## src/rtl/sevga_pkg.sv

```systemverilog
// sevga_pkg: shared constants, the queued write-entry type and the capture
// FSM state encoding for the CPU write queue.
package sevga_pkg;

    // Framebuffer window inside the 64 KB video page, in word offsets.
    localparam logic [13:0] FB_OFS_LO    = 14'h1380;
    localparam logic [13:0] FB_OFS_HI    = 14'h3E40;

    // Word address of the VIA port-A output register (byte address $EFFFFE).
    localparam logic [22:0] VIA_ORA_ADDR = 23'h77FFFF;

    // One byte-wide VRAM write waiting for the scheduler.
    typedef struct packed {
        logic        via;
        logic        bufSel;
        logic [14:0] addr;
        logic [7:0]  data;
    } wrq_entry_t;

    // Capture FSM states.
    typedef enum logic [2:0] {
        IDLE     = 3'd0,
        DECIDE   = 3'd1,
        CAP_U    = 3'd2,
        CAP_L    = 3'd3,
        WAIT_END = 3'd4
    } cap_state_t;

    // True when the current bus cycle is a CPU write into the visible framebuffer.
    function automatic logic fb_hit(input logic [23:1] addr,
                                    input logic [2:0]  ram_size,
                                    input logic        rnw);
        return (addr[23:22] == 2'b00) &&
               (addr[21:19] == ram_size) &&
               (addr[18:16] == 3'b111) &&
               (addr[14:1] >= FB_OFS_LO) &&
               (addr[14:1] < FB_OFS_HI) &&
               !rnw;
    endfunction

endpackage

```

## src/rtl/cpu_write_queue_if.sv

```systemverilog
// cpu_write_queue_if: drain port between the write queue and the VRAM scheduler.
//
// Handshake: the queue drives wrValid together with a head entry
// (wrBufSel/wrAddr/wrData/wrVia). The entry transfers on a rising pixClk edge
// where wrValid and wrAck are both high. While wrValid is high the head entry
// stays stable until it is acked; wrAck while wrValid is low has no effect.
interface cpu_write_queue_if;
    logic        wrValid;
    logic        wrAck;
    logic        wrBufSel;
    logic [14:0] wrAddr;
    logic [7:0]  wrData;
    logic        wrVia;

    modport master (
        output wrValid, wrBufSel, wrAddr, wrData, wrVia,
        input  wrAck
    );

    modport slave (
        input  wrValid, wrBufSel, wrAddr, wrData, wrVia,
        output wrAck
    );
endinterface

```

## src/rtl/sevga_sync_fifo.sv

```systemverilog
// sevga_sync_fifo: synchronous FIFO of wrq_entry_t. A pushed entry becomes
// visible at the head one edge after the push; there is no bypass path.
// Push and pop in the same cycle both take effect. The head reads as zero
// while the FIFO is empty.
module sevga_sync_fifo
    import sevga_pkg::*;
#(
    parameter  int DEPTH = 4,
    localparam int LVL_W = $clog2(DEPTH + 1)
) (
    input  logic             pixClk,
    input  logic             nReset,
    input  logic             i_push,
    input  wrq_entry_t       i_data,
    input  logic             i_pop,
    output wrq_entry_t       o_head,
    output logic             o_valid,
    output logic [LVL_W-1:0] o_level
);

    localparam int PTR_W = $clog2(DEPTH);

    wrq_entry_t       r_mem [DEPTH];
    logic [PTR_W-1:0] r_wr_ptr;
    logic [PTR_W-1:0] r_rd_ptr;
    logic [LVL_W-1:0] r_level;

    logic             w_full;
    logic             w_do_push;
    logic             w_do_pop;

    assign w_full    = (r_level == LVL_W'(DEPTH));
    assign w_do_push = i_push && !w_full;
    assign w_do_pop  = i_pop && (r_level != '0);

    // Storage write; contents need no reset because occupancy gates the head.
    always_ff @(posedge pixClk) begin
        if (w_do_push) begin
            r_mem[r_wr_ptr] <= i_data;
        end
    end

    // Pointer and occupancy bookkeeping, flushed asynchronously by reset.
    always_ff @(posedge pixClk or negedge nReset) begin
        if (!nReset) begin
            r_wr_ptr <= '0;
            r_rd_ptr <= '0;
            r_level  <= '0;
        end else begin
            if (w_do_push) begin
                r_wr_ptr <= r_wr_ptr + PTR_W'(1);
            end
            if (w_do_pop) begin
                r_rd_ptr <= r_rd_ptr + PTR_W'(1);
            end
            if (w_do_push && !w_do_pop) begin
                r_level <= r_level + LVL_W'(1);
            end else if (w_do_pop && !w_do_push) begin
                r_level <= r_level - LVL_W'(1);
            end
        end
    end

    assign o_valid = (r_level != '0);
    assign o_head  = o_valid ? r_mem[r_rd_ptr] : '0;
    assign o_level = r_level;

endmodule

```

## src/rtl/cpu_write_queue.sv

```systemverilog
// cpu_write_queue: captures 68000 framebuffer writes from the Mac SE bus into a
// pixClk-domain FIFO of byte-wide VRAM write entries drained by the scheduler.
// Optional feature macro: SEVGA_VIA_CAPTURE_EN -- when defined, UDS writes to
// the VIA ORA register are queued as a single entry with wrVia=1.
module cpu_write_queue
    import sevga_pkg::*;
#(
    parameter  int DEPTH = 4,
    localparam int LVL_W = $clog2(DEPTH + 1)
) (
    input  logic                nReset,
    input  logic                pixClk,
    input  logic [23:1]         cpuAddr,
    input  logic [15:0]         cpuData,
    input  logic                ncpuAS,
    input  logic                ncpuUDS,
    input  logic                ncpuLDS,
    input  logic                cpuRnW,
    input  logic [2:0]          ramSize,
    cpu_write_queue_if.master   wr,
    output logic [LVL_W-1:0]    level,
    output logic                overflow,
    output cap_state_t          o_dbg_state
);

    // Strobe synchronizers (two flops each).
    logic             r_as_meta,  r_as_sync;
    logic             r_uds_meta, r_uds_sync;
    logic             r_lds_meta, r_lds_sync;

    // Capture FSM and per-cycle decisions.
    cap_state_t       r_state;
    cap_state_t       w_state_nxt;
    logic             r_want_l;
    logic             r_is_via;
    logic             r_overflow;

    logic             w_as;
    logic             w_uds;
    logic             w_lds;
    logic [13:0]      w_off;
    logic             w_fb_hit;
    logic             w_via_hit;
    logic [LVL_W-1:0] w_need;
    logic [LVL_W-1:0] w_free;
    logic             w_room;
    logic             w_set_ovf;

    wrq_entry_t       w_entry_u;
    wrq_entry_t       w_entry_l;
    wrq_entry_t       w_push_entry;
    logic             w_push;

    // FIFO side.
    wrq_entry_t       w_head;
    logic             w_valid;
    logic             w_pop;
    logic [LVL_W-1:0] w_level;

    // Synchronize the raw strobes. AS resets to "asserted" so that a bus cycle
    // already running at reset release is seen as in progress and skipped.
    always_ff @(posedge pixClk or negedge nReset) begin
        if (!nReset) begin
            r_as_meta  <= 1'b0;
            r_as_sync  <= 1'b0;
            r_uds_meta <= 1'b1;
            r_uds_sync <= 1'b1;
            r_lds_meta <= 1'b1;
            r_lds_sync <= 1'b1;
        end else begin
            r_as_meta  <= ncpuAS;
            r_as_sync  <= r_as_meta;
            r_uds_meta <= ncpuUDS;
            r_uds_sync <= r_uds_meta;
            r_lds_meta <= ncpuLDS;
            r_lds_sync <= r_lds_meta;
        end
    end

    assign w_as  = !r_as_sync;
    assign w_uds = !r_uds_sync;
    assign w_lds = !r_lds_sync;

    // Address decode; address, data and RnW are stable while DS is asserted.
    assign w_off    = cpuAddr[14:1] - FB_OFS_LO;
    assign w_fb_hit = fb_hit(cpuAddr, ramSize, cpuRnW) && (w_uds || w_lds);

`ifdef SEVGA_VIA_CAPTURE_EN
    assign w_via_hit = (cpuAddr == VIA_ORA_ADDR) && !cpuRnW && w_uds;
`else
    assign w_via_hit = 1'b0;
`endif

    // Bytes this bus cycle needs versus slots free at the registered level.
    always_comb begin
        w_need = '0;
        if (w_via_hit) begin
            w_need = LVL_W'(1);
        end else begin
            w_need = LVL_W'(w_uds) + LVL_W'(w_lds);
        end
    end

    assign w_free = LVL_W'(DEPTH) - w_level;
    assign w_room = (w_free >= w_need);

    // Candidate entries for the upper and lower byte of the current cycle.
    always_comb begin
        w_entry_u = '0;
        w_entry_l = '0;
        if (r_is_via) begin
            w_entry_u.via  = 1'b1;
            w_entry_u.data = cpuData[15:8];
        end else begin
            w_entry_u.bufSel = !cpuAddr[15];
            w_entry_u.addr   = {w_off, 1'b0};
            w_entry_u.data   = cpuData[15:8];
        end
        w_entry_l.bufSel = !cpuAddr[15];
        w_entry_l.addr   = {w_off, 1'b1};
        w_entry_l.data   = cpuData[7:0];
    end

    // Capture FSM state register; resets to WAIT_END.
    always_ff @(posedge pixClk or negedge nReset) begin
        if (!nReset) begin
            r_state <= WAIT_END;
        end else begin
            r_state <= w_state_nxt;
        end
    end

    // Capture FSM next state, push request and overflow detection.
    always_comb begin
        w_state_nxt  = r_state;
        w_push       = 1'b0;
        w_push_entry = '0;
        w_set_ovf    = 1'b0;
        unique case (r_state)
            IDLE: begin
                if (w_as && (w_uds || w_lds)) begin
                    w_state_nxt = DECIDE;
                end
            end
            DECIDE: begin
                if (w_fb_hit || w_via_hit) begin
                    if (w_room) begin
                        w_state_nxt = w_uds ? CAP_U : CAP_L;
                    end else begin
                        w_set_ovf   = 1'b1;
                        w_state_nxt = WAIT_END;
                    end
                end else begin
                    w_state_nxt = WAIT_END;
                end
            end
            CAP_U: begin
                w_push       = 1'b1;
                w_push_entry = w_entry_u;
                w_state_nxt  = r_want_l ? CAP_L : WAIT_END;
            end
            CAP_L: begin
                w_push       = 1'b1;
                w_push_entry = w_entry_l;
                w_state_nxt  = WAIT_END;
            end
            WAIT_END: begin
                if (!w_as) begin
                    w_state_nxt = IDLE;
                end
            end
            default: begin
                w_state_nxt = WAIT_END;
            end
        endcase
    end

    // Remember in DECIDE what the capture states must do for this cycle.
    always_ff @(posedge pixClk or negedge nReset) begin
        if (!nReset) begin
            r_want_l <= 1'b0;
            r_is_via <= 1'b0;
        end else if (r_state == DECIDE) begin
            r_want_l <= w_lds && !w_via_hit;
            r_is_via <= w_via_hit;
        end
    end

    // Sticky drop flag, cleared only by reset.
    always_ff @(posedge pixClk or negedge nReset) begin
        if (!nReset) begin
            r_overflow <= 1'b0;
        end else if (w_set_ovf) begin
            r_overflow <= 1'b1;
        end
    end

    assign w_pop = w_valid && wr.wrAck;

    sevga_sync_fifo #(
        .DEPTH (DEPTH)
    ) u_fifo (
        .pixClk  (pixClk),
        .nReset  (nReset),
        .i_push  (w_push),
        .i_data  (w_push_entry),
        .i_pop   (w_pop),
        .o_head  (w_head),
        .o_valid (w_valid),
        .o_level (w_level)
    );

    assign wr.wrValid  = w_valid;
    assign wr.wrBufSel = w_head.bufSel;
    assign wr.wrAddr   = w_head.addr;
    assign wr.wrData   = w_head.data;
    assign wr.wrVia    = w_head.via;

    assign level       = w_level;
    assign overflow    = r_overflow;
    assign o_dbg_state = r_state;

endmodule

```

## src/flat_wrapper.sv

```systemverilog
// flat-port wrapper written by rule: the top's interface ports become plain ports
module cpu_write_queue_flat import sevga_pkg::*;
#(
    parameter  int DEPTH = 4,
    localparam int LVL_W = $clog2(DEPTH + 1)
)
  (nReset, pixClk, cpuAddr, cpuData, ncpuAS, ncpuUDS, ncpuLDS, cpuRnW, ramSize, level, overflow, o_dbg_state, wr_wrValid, wr_wrBufSel, wr_wrAddr, wr_wrData, wr_wrVia, wr_wrAck);
  cpu_write_queue_if wr_i ();
  input  logic nReset;
  input  logic pixClk;
  input  logic [23:1] cpuAddr;
  input  logic [15:0] cpuData;
  input  logic ncpuAS;
  input  logic ncpuUDS;
  input  logic ncpuLDS;
  input  logic cpuRnW;
  input  logic [2:0] ramSize;
  output logic [LVL_W-1:0] level;
  output logic overflow;
  output cap_state_t o_dbg_state;
  output wire logic [$bits(wr_i.wrValid)-1:0] wr_wrValid;
  output wire logic [$bits(wr_i.wrBufSel)-1:0] wr_wrBufSel;
  output wire logic [$bits(wr_i.wrAddr)-1:0] wr_wrAddr;
  output wire logic [$bits(wr_i.wrData)-1:0] wr_wrData;
  output wire logic [$bits(wr_i.wrVia)-1:0] wr_wrVia;
  input wire logic [$bits(wr_i.wrAck)-1:0] wr_wrAck;
  assign wr_wrValid = wr_i.wrValid;
  assign wr_wrBufSel = wr_i.wrBufSel;
  assign wr_wrAddr = wr_i.wrAddr;
  assign wr_wrData = wr_i.wrData;
  assign wr_wrVia = wr_i.wrVia;
  assign wr_i.wrAck = wr_wrAck;
  cpu_write_queue #(.DEPTH(DEPTH)) u_core (.nReset(nReset), .pixClk(pixClk), .cpuAddr(cpuAddr), .cpuData(cpuData), .ncpuAS(ncpuAS), .ncpuUDS(ncpuUDS), .ncpuLDS(ncpuLDS), .cpuRnW(cpuRnW), .ramSize(ramSize), .wr(wr_i), .level(level), .overflow(overflow), .o_dbg_state(o_dbg_state));
endmodule
```

## config.mk

```make
export PLATFORM = sky130hd
export DESIGN_NAME = cpu_write_queue_flat
export DESIGN_NICKNAME = d
export VERILOG_FILES = /design/src/rtl/sevga_pkg.sv /design/src/rtl/cpu_write_queue_if.sv /design/src/rtl/sevga_sync_fifo.sv /design/src/rtl/cpu_write_queue.sv /design/src/flat_wrapper.sv
export SDC_FILE = /design/constraint.sdc
export NUM_CORES = 1
export LEC_CHECK = 0
export ABC_CLOCK_PERIOD_IN_PS = 2150
export CELL_PAD_IN_SITES_DETAIL_PLACEMENT = 0
export CELL_PAD_IN_SITES_GLOBAL_PLACEMENT = 1
export CORE_MARGIN = 5
export CORE_UTILIZATION = 25
export DETAILED_ROUTE_END_ITERATION = 8
export PLACE_DENSITY_LB_ADDON = 0.1
export RECOVER_POWER = 100
export SLEW_MARGIN = 40
export SYNTH_ARGS = -nofsm -noshare
export SYNTH_HDL_FRONTEND = slang
export SYNTH_SLANG_ARGS = --single-unit
export TNS_END_PERCENT = 1
```

## constraint.sdc

```tcl
create_clock -name pixClk -period 2.15 [get_ports pixClk]
set_input_delay 0.3225 -clock pixClk [delete_from_list [all_inputs] [get_ports pixClk]]
set_output_delay 0.3225 -clock pixClk [all_outputs]
set_load 0.01 [all_outputs]
```

Run 1, the clock network:
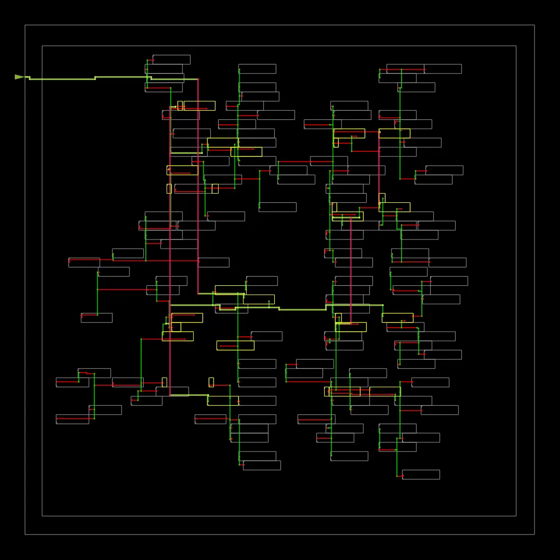
clk sinks: 114
Clock group: 2410 uW
final setup skew: 9.659 ps
clock buffer count: 19
worst-skew pair later-pin latency: 410 ps

Run 1, drive-strength map:
Scale bar: 50 microns.
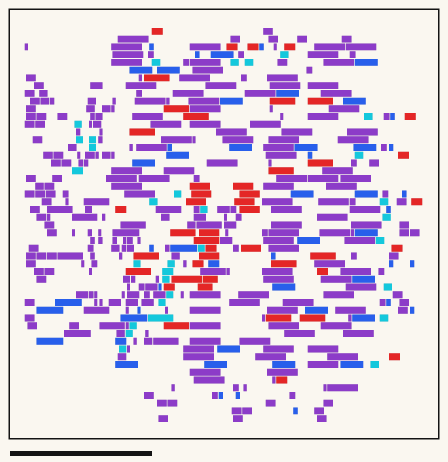
red -> drive 6 and up  # cells 45
blue -> drive 2  # cells 52
cyan -> drive 3 to 4  # cells 31
purple -> drive 1 or less  # cells 301

==> results.sh, run 1 <==
# source this file to load flow results
export IMPL_ys_top_logic_family="multiplexers"
export IMPL_dpl_cell_area_sq_um=6324
export IMPL_violations="setup timing"
export IMPL_startpoint_type="flip-flop"
export IMPL_timing_final_crit_share_pct=100.9
export IMPL_path_buffers=4
export IMPL_slew_headroom_pct=23.93
export IMPL_peakVddDrop_v=0.0006779
export IMPL_ios=82
export IMPL_cp_slowest_cell="dfrtp_2"
export IMPL_min_delay_start="u_core.r_as_meta$_DFF_PN0_"
export IMPL_timing_final_ws_setup_ps=-18.56
export IMPL_fp_nets=360
export IMPL_core_area_sq_um=19400
export IMPL_pwr_share_clk_pct=31.6
export IMPL_reg2reg_slack_ps=0
export IMPL_cpLargestDelayFamily="buffers and inverters"
export IMPL_first_global_vias=3183
export IMPL_ys_chip_area_sq_um=4922
export IMPL_timing_rr_end="u_core.u_fifo.o_level[1]$_DFFE_PN0P_"
export IMPL_critical_path_depth=6
export IMPL_crit_top_cell="buf_6"
export IMPL_run_status="finished, violations left"
export IMPL_rsz0062_at_grt="yes"
export IMPL_leakage_uw=0.002516
export IMPL_met3_usage_pct=3.552
export IMPL_cts_hold_buf=0
export IMPL_yosys_warnings=0
export IMPL_antenna_found_initial=0
export IMPL_rr_startpoint="u_core.u_fifo.o_level[0]$_DFFE_PN0P_"
export IMPL_die_h_microns=150.3
export IMPL_period_needed_ps=2169
export IMPL_p_sw_share_pct=27.13
export IMPL_initial_core_util_pct=25.37
export IMPL_setup_viol=3
export IMPL_yosys_area_share_simple_pct=8.821
export IMPL_cts_setup_buffers=6
Run 1, register map, names as in the netlist:
Scale bar: 50 microns. Other sequential cells in the stronger grey, the rest of the logic in the fainter grey.
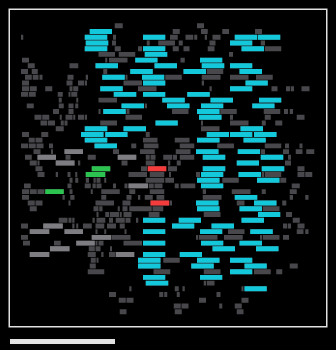
cyan -> `u_core.u_fifo.r_mem`  # placed flops 96
red -> `u_core.u_fifo.r_wr_ptr`  # placed flops 2
green -> `u_core.o_dbg_state`  # placed flops 3
not coloured = 13

run 1: area by class of cell:
| class | count | area (sq um) |
|---|---|---|
| fill | 1921 | 12490 |
| sequential | 114 | 3342 |
| multi-input combinational | 157 | 1531 |
| timing repair buffer | 115 | 1145 |
| clock buffer | 19 | 432.9 |
| tap | 265 | 331.6 |
| clock inverter | 10 | 71.32 |
| inverter | 14 | 52.55 |
run 1: registers in the layout (all words and copies together), names as in the netlist:
name	cells
u_core.r_lds_meta	1
u_core.u_fifo.r_wr_ptr	2
u_core.u_fifo.r_rd_ptr	2
u_core.r_as_meta	1
u_core.r_lds_sync	1
u_core.r_uds_sync	1
u_core.r_as_sync	1
u_core.u_fifo.o_level	3
u_core.r_want_l	1
u_core.r_uds_meta	1
u_core.overflow	1
u_core.o_dbg_state	3
u_core.u_fifo.r_mem	96
--- run 2 (diff from run 1) ---
- CORE_ASPECT_RATIO: default -> 1.2
==> results.sh, run 2 <==
# source this file to load flow results
export IMPL_seqCellArea_sq_um=3342
export IMPL_ios=82
export IMPL_setup_viol=5
export IMPL_violations="setup timing"
export IMPL_top_register="u_core.u_fifo.r_mem"
export IMPL_die_h_microns=163.7
export IMPL_initial_core_util_pct=25.27
export IMPL_yosys_warnings=0
export IMPL_timing_rr_end="u_core.u_fifo.o_level[1]$_DFFE_PN0P_"
export IMPL_seq_share_pct=49.01
export IMPL_inv_count=14
export IMPL_timing_final_crit_share_pct=100.8
export IMPL_tap_cells=261
export IMPL_reg2reg_slack_ps=50
export IMPL_dpl_cell_area_sq_um=6309
export IMPL_timing_final_ws_setup_ps=-16.13
export IMPL_p_sw_share_pct=28.88
export IMPL_yosys_cells=297
export IMPL_synth_async_sr_flop_share_pct=15.79
export IMPL_nFlopsAndLatches=114
export IMPL_topCellsByArea="edfxtp_1 59%, mux4_2 11%, dfrtp_1 6.6%, and2_1 4.7%, ha_1 3.3%"
export IMPL_min_delay_start="u_core.r_as_meta$_DFF_PN0_"
export IMPL_first_global_vias=3163
export IMPL_comb_share_pct=21.87
export IMPL_dominant_cells="sequential cells"
export IMPL_antenna_found_initial=0
export IMPL_period_needed_ps=2166
export IMPL_buffers_excl_clock=115
export IMPL_cts_sinks=114
export IMPL_ys_chip_area_sq_um=4922
export IMPL_run_status="finished, violations left"
export IMPL_cpLargestDelayFamily="multiplexers"
export IMPL_path_buffers=3
export IMPL_largest_register_ffs=96
export IMPL_mi_logic_area_sq_um=1491
export IMPL_rr_startpoint="u_core.u_fifo.o_level[0]$_DFFE_PN0P_"
export IMPL_fp_nets=360
export IMPL_critical_path_depth=5
export IMPL_leakage_uw=0.002503
export IMPL_buffer_area_share_pct=15.12
export IMPL_n_fill_cell=1931
export IMPL_peakVddDrop_v=0.0004464
export IMPL_cts_setup_buffers=9
export IMPL_met3_usage_pct=3.640
export IMPL_clock_area_share_pct=8.440
export IMPL_clock_latency_ps=410
export IMPL_cts_hold_buf=0
[run 2: cell counts after synthesis]
Identical to the previous run, type by type.
[run 2: metrics by stage]
step                instances  hold WS [ps]
floorplan                 297         26.91
global placement          655         333.2
detailed placement        655         337.9
CTS                       697         241.7
global route              693         354.2
finish                    693         348.8
[run 2: cell families (layout without fill, tap and decap cells)]
kind of cell	after synthesis	count (layout)	share of synthesized area, %
compound gates	15	15	2.008
xor+xnor	13	13	2.313
fa+ha+maj	14	14	3.711
buf+inv	26	161	2.161
flops	114	114	67.84
mux	34	34	13.07
other cells	1	1	0.07619
simple gates	80	80	8.820
Run 2, layout detail:
Window x 89 to 119, y 26 to 56 microns. Cells in grey, sequential cells in the stronger grey; small squares are vias.
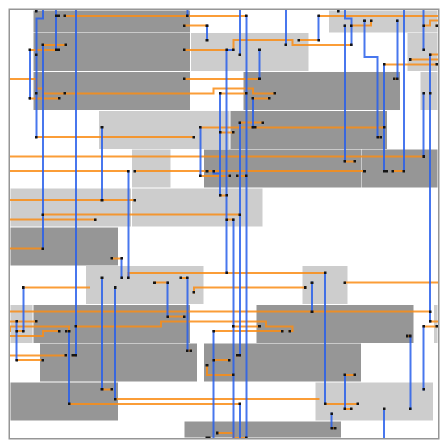
orange -> met1
blue -> met2
netlist names of flops here include = `u_core.u_fifo.r_mem` (12)
sequential cells in the window = 12
cells with their middle in the window = 22
most frequent = edfxtp_1 (12), mux4_2 (4), clkbuf_16 (3)

Run 2, the clock network:
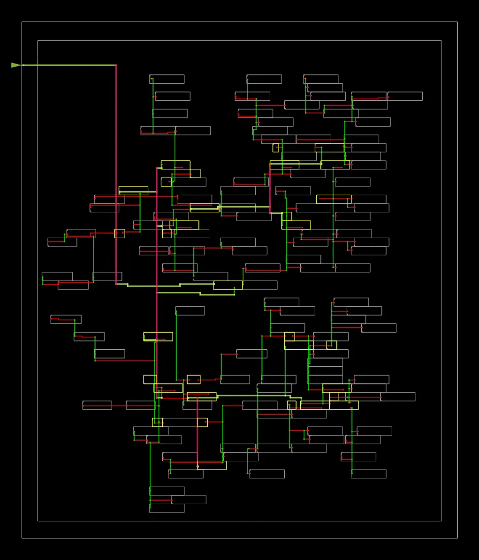
clock buffer count: 17
Clock group: 2710 uW
final setup skew: 6.162 ps
number of CTS-inserted buffers: 17

Power and IR drop assume default switching activity.
